===== config.mk =====
export PLATFORM = sky130hd
export DESIGN_NAME = core_sequencer
export DESIGN_NICKNAME = d
export VERILOG_FILES = /design/src/rtl/core_pkg.sv /design/src/rtl/stage_watchdog.sv /design/src/rtl/core_sequencer.sv
export SDC_FILE = /design/constraint.sdc
export NUM_CORES = 1
export LEC_CHECK = 0
export ABC_AREA = 0
export CAP_MARGIN = 30
export CELL_PAD_IN_SITES_DETAIL_PLACEMENT = 0
export CELL_PAD_IN_SITES_GLOBAL_PLACEMENT = 1
export CORE_MARGIN = 5
export CORE_UTILIZATION = 36
export DETAILED_ROUTE_END_ITERATION = 16
export GPL_TIMING_DRIVEN = 1
export PLACE_DENSITY_LB_ADDON = 0.1
export SYNTH_ARGS = -nofsm -noshare
export SYNTH_HDL_FRONTEND = slang
export SYNTH_SLANG_ARGS = --single-unit

===== constraint.sdc =====
create_clock -name clk -period 3.7 [get_ports clk]
set_input_delay 0.555 -clock clk [delete_from_list [all_inputs] [get_ports clk]]
set_output_delay 0.555 -clock clk [all_outputs]
set_load 0.005 [all_outputs]

===== src/rtl/core_pkg.sv =====
// Shared types for the core sequencer: instruction classes,
// trap causes and sequencer states.
package core_pkg;

  localparam int ILEN = 32;

  typedef enum logic [2:0] {
    CLS_ALU    = 3'd0,
    CLS_LOAD   = 3'd1,
    CLS_STORE  = 3'd2,
    CLS_BRANCH = 3'd3,
    CLS_JUMP   = 3'd4,
    CLS_SYSTEM = 3'd5
  } instr_class_e;

  typedef enum logic [1:0] {
    TC_ILLEGAL    = 2'd0,
    TC_MISALIGNED = 2'd1,
    TC_TIMEOUT    = 2'd2,
    TC_ECALL      = 2'd3
  } trap_cause_e;

  typedef enum logic [2:0] {
    S_IDLE,
    S_FETCH,
    S_DECODE,
    S_REGRD,
    S_EXEC,
    S_MEM,
    S_WB,
    S_TRAP
  } seq_state_e;

  function automatic logic is_legal(
    input logic [2:0] c
  );
    return c <= 3'd5;
  endfunction

endpackage


===== src/rtl/stage_watchdog.sv =====
// Per-stage wait counter; o_expired flags the last allowed
// cycle of a stage. TIMEOUT=0 disables it.
module stage_watchdog #(
  parameter int unsigned TIMEOUT = 255
) (
  input  logic clk,
  input  logic reset,
  input  logic i_clear,
  input  logic i_enable,
  output logic o_expired
);

  localparam int unsigned W =
    (TIMEOUT < 2) ? 1 : $clog2(TIMEOUT);
  localparam logic [W-1:0] LAST =
    W'((TIMEOUT == 0) ? 0 : TIMEOUT - 1);

  logic [W-1:0] r_cnt;

  // Saturates at LAST so a disabled watchdog never wraps
  always_ff @(posedge clk) begin
    if (reset || i_clear) begin
      r_cnt <= '0;
    end else if (i_enable && r_cnt != LAST) begin
      r_cnt <= r_cnt + W'(1);
    end
  end

  assign o_expired = (TIMEOUT != 0) && i_enable &&
                     (r_cnt == LAST);

endmodule


===== src/rtl/core_sequencer.sv =====
// Multi-cycle instruction sequencer with watchdog and traps.
// Define SEQ_PERF_CNT_EN to add cycle/instret counters.
module core_sequencer
  import core_pkg::*;
#(
  parameter int              XLEN     = 32,
  parameter logic [XLEN-1:0] RESET_PC = '0,
  parameter int unsigned     TIMEOUT  = 255
) (
  input  logic            clk,
  input  logic            reset,
  input  logic            enable,
  output logic            fetch_enable,
  input  logic            fetch_done,
  output logic [XLEN-1:0] fetch_addr,
  output logic            decode_enable,
  input  logic            decode_done,
  input  logic [2:0]      instr_class,
  input  logic [4:0]      rd,
  output logic            reg_read_enable,
  input  logic            reg_read_done,
  output logic            alu_enable,
  input  logic            alu_done,
  input  logic [XLEN-1:0] alu_result,
  input  logic [XLEN-1:0] branch_target,
  input  logic            branch_taken,
  output logic            mem_read_enable,
  output logic            mem_write_enable,
  input  logic            mem_done,
  output logic [XLEN-1:0] mem_address,
  input  logic [XLEN-1:0] mem_read_data,
  output logic            reg_write_enable,
  input  logic            reg_write_done,
  output logic [4:0]      reg_write_addr,
  output logic [XLEN-1:0] reg_write_data,
  output logic            retire,
  output logic            busy,
  output logic            trap,
  output logic [1:0]      trap_cause
`ifdef SEQ_PERF_CNT_EN
  ,
  output logic [63:0]     cycle_count,
  output logic [63:0]     instret_count
`endif
);

  seq_state_e   r_state, w_next;
  instr_class_e r_cls;
  trap_cause_e  r_cause, w_cause;

  logic [XLEN-1:0] r_pc, r_target, r_maddr, r_wdata;
  logic [XLEN-1:0] w_target, w_pc_next;
  logic [4:0]      r_rd;
  logic            r_taken, r_retire;
  logic            w_taken, w_retire, w_trap;
  logic            w_busy, w_expired;

  assign w_busy = (r_state != S_IDLE) &&
                  (r_state != S_TRAP);

  stage_watchdog #(.TIMEOUT(TIMEOUT)) u_wd (
    .clk       (clk),
    .reset     (reset),
    .i_clear   (w_next != r_state),
    .i_enable  (w_busy),
    .o_expired (w_expired)
  );

  // Branch info is live in EXEC, latched afterwards
  assign w_taken   = (r_state == S_EXEC) ?
                     branch_taken : r_taken;
  assign w_target  = (r_state == S_EXEC) ?
                     branch_target : r_target;
  assign w_pc_next = w_taken ? w_target :
                     r_pc + XLEN'(4);

  always_comb begin
    w_next   = r_state;
    w_retire = 1'b0;
    w_trap   = 1'b0;
    w_cause  = TC_ILLEGAL;
    unique case (r_state)
      S_IDLE:
        if (enable) w_next = S_FETCH;
      S_FETCH:
        if (fetch_done) w_next = S_DECODE;
      S_DECODE:
        if (decode_done) begin
          if (is_legal(instr_class)) begin
            w_next = S_REGRD;
          end else begin
            w_trap  = 1'b1;
            w_cause = TC_ILLEGAL;
          end
        end
      S_REGRD:
        if (reg_read_done) w_next = S_EXEC;
      S_EXEC:
        if (alu_done) begin
          if (r_cls == CLS_SYSTEM) begin
            w_trap  = 1'b1;
            w_cause = TC_ECALL;
          end else if (branch_taken &&
                       branch_target[1:0] != 2'b00) begin
            w_trap  = 1'b1;
            w_cause = TC_MISALIGNED;
          end else if (r_cls == CLS_LOAD ||
                       r_cls == CLS_STORE) begin
            w_next = S_MEM;
          end else if (r_cls == CLS_BRANCH ||
                       r_rd == 5'd0) begin
            w_retire = 1'b1;
          end else begin
            w_next = S_WB;
          end
        end
      S_MEM:
        if (mem_done) begin
          if (r_cls == CLS_LOAD && r_rd != 5'd0)
            w_next = S_WB;
          else
            w_retire = 1'b1;
        end
      S_WB:
        if (reg_write_done) w_retire = 1'b1;
      S_TRAP:
        w_next = S_TRAP;
      default:
        w_next = S_IDLE;
    endcase
    if (w_retire) w_next = enable ? S_FETCH : S_IDLE;
    if (!w_trap && w_expired && w_next == r_state) begin
      w_trap  = 1'b1;
      w_cause = TC_TIMEOUT;
    end
    if (w_trap) w_next = S_TRAP;
  end

  always_ff @(posedge clk) begin
    if (reset) begin
      r_state  <= S_IDLE;
      r_pc     <= RESET_PC;
      r_cls    <= CLS_ALU;
      r_rd     <= '0;
      r_taken  <= 1'b0;
      r_target <= '0;
      r_maddr  <= '0;
      r_wdata  <= '0;
      r_retire <= 1'b0;
      r_cause  <= TC_ILLEGAL;
    end else begin
      r_state  <= w_next;
      r_retire <= w_retire;
      if (w_trap) r_cause <= w_cause;
      if (r_state == S_DECODE && decode_done) begin
        r_cls <= instr_class_e'(instr_class);
        r_rd  <= rd;
      end
      if (r_state == S_EXEC && alu_done) begin
        r_taken  <= branch_taken;
        r_target <= branch_target;
        r_maddr  <= alu_result;
        r_wdata  <= (r_cls == CLS_JUMP) ?
                    r_pc + XLEN'(4) : alu_result;
      end
      if (r_state == S_MEM && mem_done &&
          r_cls == CLS_LOAD) begin
        r_wdata <= mem_read_data;
      end
      if (w_retire) r_pc <= w_pc_next;
    end
  end

  assign fetch_enable     = (r_state == S_FETCH);
  assign decode_enable    = (r_state == S_DECODE);
  assign reg_read_enable  = (r_state == S_REGRD);
  assign alu_enable       = (r_state == S_EXEC);
  assign mem_read_enable  = (r_state == S_MEM) &&
                            (r_cls == CLS_LOAD);
  assign mem_write_enable = (r_state == S_MEM) &&
                            (r_cls == CLS_STORE);
  assign reg_write_enable = (r_state == S_WB);
  assign fetch_addr       = r_pc;
  assign mem_address      = r_maddr;
  assign reg_write_addr   = r_rd;
  assign reg_write_data   = r_wdata;
  assign retire           = r_retire;
  assign busy             = w_busy;
  assign trap             = (r_state == S_TRAP);
  assign trap_cause       = r_cause;

`ifdef SEQ_PERF_CNT_EN
  always_ff @(posedge clk) begin
    if (reset) begin
      cycle_count   <= '0;
      instret_count <= '0;
    end else begin
      if (w_busy) cycle_count <= cycle_count + 64'd1;
      if (r_retire)
        instret_count <= instret_count + 64'd1;
    end
  end
`endif

endmodule


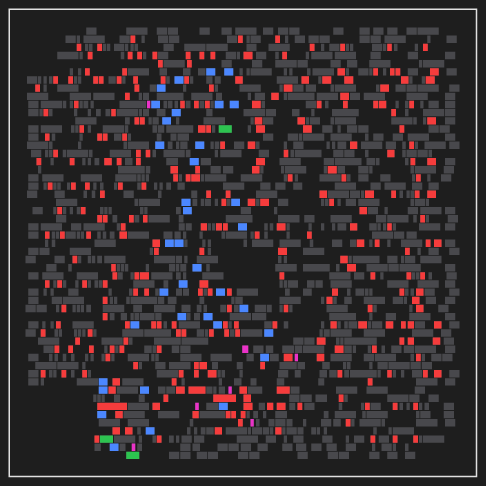
Fig. 1. Gate families picked out.
Drawn at 3 px/µm.
Magenta marks inv cells, cells 7, where bottom center. Green marks fa/ha/maj cells, cells 3. Red marks aoi and oai cells, cells 274, where widely spread. Blue marks xor and xnor cells, cells 36.

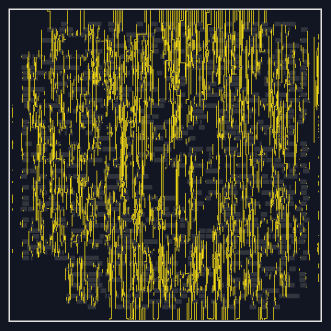
Fig. 2. Metal 2.
Drawn at 2 px/µm.
The wires run mostly vertical. The layer holds 42% of the routed length. The layer carries 11,600 µm of wire. 1,011 nets have wire on it. The longest straight run is 62.2 µm.
via count: 7,957
total wire length: 27,700 µm
GR Util met2: 31.9%

==> flow_summary.ini <==
; implementation run metrics
[drt]
first_pass_iters = 7

[logic_synthesis]
yosysUniqueCellTypes = 71
syn_area_per_cell_um2 = 7.34
ff_type = dfxtp_1
synthAdderAreaFrac_pct = 0.494
synth_cells = 1035
top_cells_by_area = dfxtp_1 (40%), nand2_1 (13%), a21oi_1 (9.4%), nor2_1 (4.7%), clkbuf_1 (3.1%)
netlist_area_um2 = 7600

[setup_path]
critPathMaxStageDelay_ns = 0.61
cp-start-kind = flip-flop
cp-end-kind = flip-flop
path_class = flip-flop to flip-flop
worstPathRequired_ns = 4.06
cp_max_fo = 7

[pwr]
ir_worst_vdd_mv = 0.288
pwr-share-clk_pct = 44.8
power.density_nw_per_um2 = 365

[final_timing]
setup_violations = 0
slew_headroom_pct = 30.7
finalSetupTns_ns = 0

[floorplan]
rows = 53
core-area_um2 = 20900
chipWidth_um = 155

[job]
warning_count = 27

[cells_and_area]
fill_cells = 2145
flop_area_um2 = 3020
drive_gt1_share_pct = 6.01
layout_top_cells = nand2_1 (270), clkdlybuf4s50_1 (225), dfxtp_1 (151)
utilization_pct = 50.8

[status]
run_status = finished, final reports clean

[placement]
pre_cts_slack_ns = 0.475

[clocking]
cts_max_level = 4

[global_route]
antenna_found_initial = 2
grt_max_degree = 89
routing by layer:
layer	vias to the layer above	GRT usage [%]	routed length, µm
met3	24	4.56	1950
met2	264	31.9	11600
met4	2	5.92	432
met1	3692	33.7	13700
li1	3975	-	-
met5	-	0	13
registers in the layout (all words and copies together), names as in the netlist:
register,cells
retire,1
reg_write_addr,5
r_cls,3
r_target,32
r_taken,1
fetch_addr,32
trap_cause,2
r_state,3
u_wd.r_cnt,8
reg_write_data,32
mem_address,32
power by group through the flow:
stage / registers [mW] / clock network, mW / logic, mW
final: 1.68 / 1.73 / 0.456
after global routing: 1.69 / 1.83 / 0.498
after CTS: 1.68 / 1.78 / 0.458
after detailed placement: 1.72 / 0 / 0.456
after global placement: 1.72 / 0 / 0.458
after floorplan: 1.70 / 0 / 0.232
final cells by class:
type | instances | share of cell area [%]
antenna | 1 | 0.0236
clock buffer | 18 | 4.14
clock inverter | 14 | 1.30
inverter | 7 | 0.271
multi-input combinational | 801 | 40.0
sequential | 151 | 28.5
tap | 275 | 3.25
timing repair buffer | 241 | 22.5
worst paths after layout:
path / cells past startpoint / endpoint
hold reg to reg: 2 / mem_address[22]$_SDFFE_PP0P_
hold / removal: 2 / mem_address[22]$_SDFFE_PP0P_
setup / recovery: 8 / reg_write_data[30]$_SDFFE_PP0P_
setup reg to reg: 8 / reg_write_data[30]$_SDFFE_PP0P_
worst max-delay path, delay by kind of cell (launching register included):
kind                       cells  cell delay [ns]
and+or+nand+nor                5             1.73
DFF                            1             0.53
adders and majority gates      1             0.33
AOI/OAI and AO/OA              1             0.21
xor gates and xnor gates       1             0.20
No activity file was given, so power comes from the tool's default toggle rates.
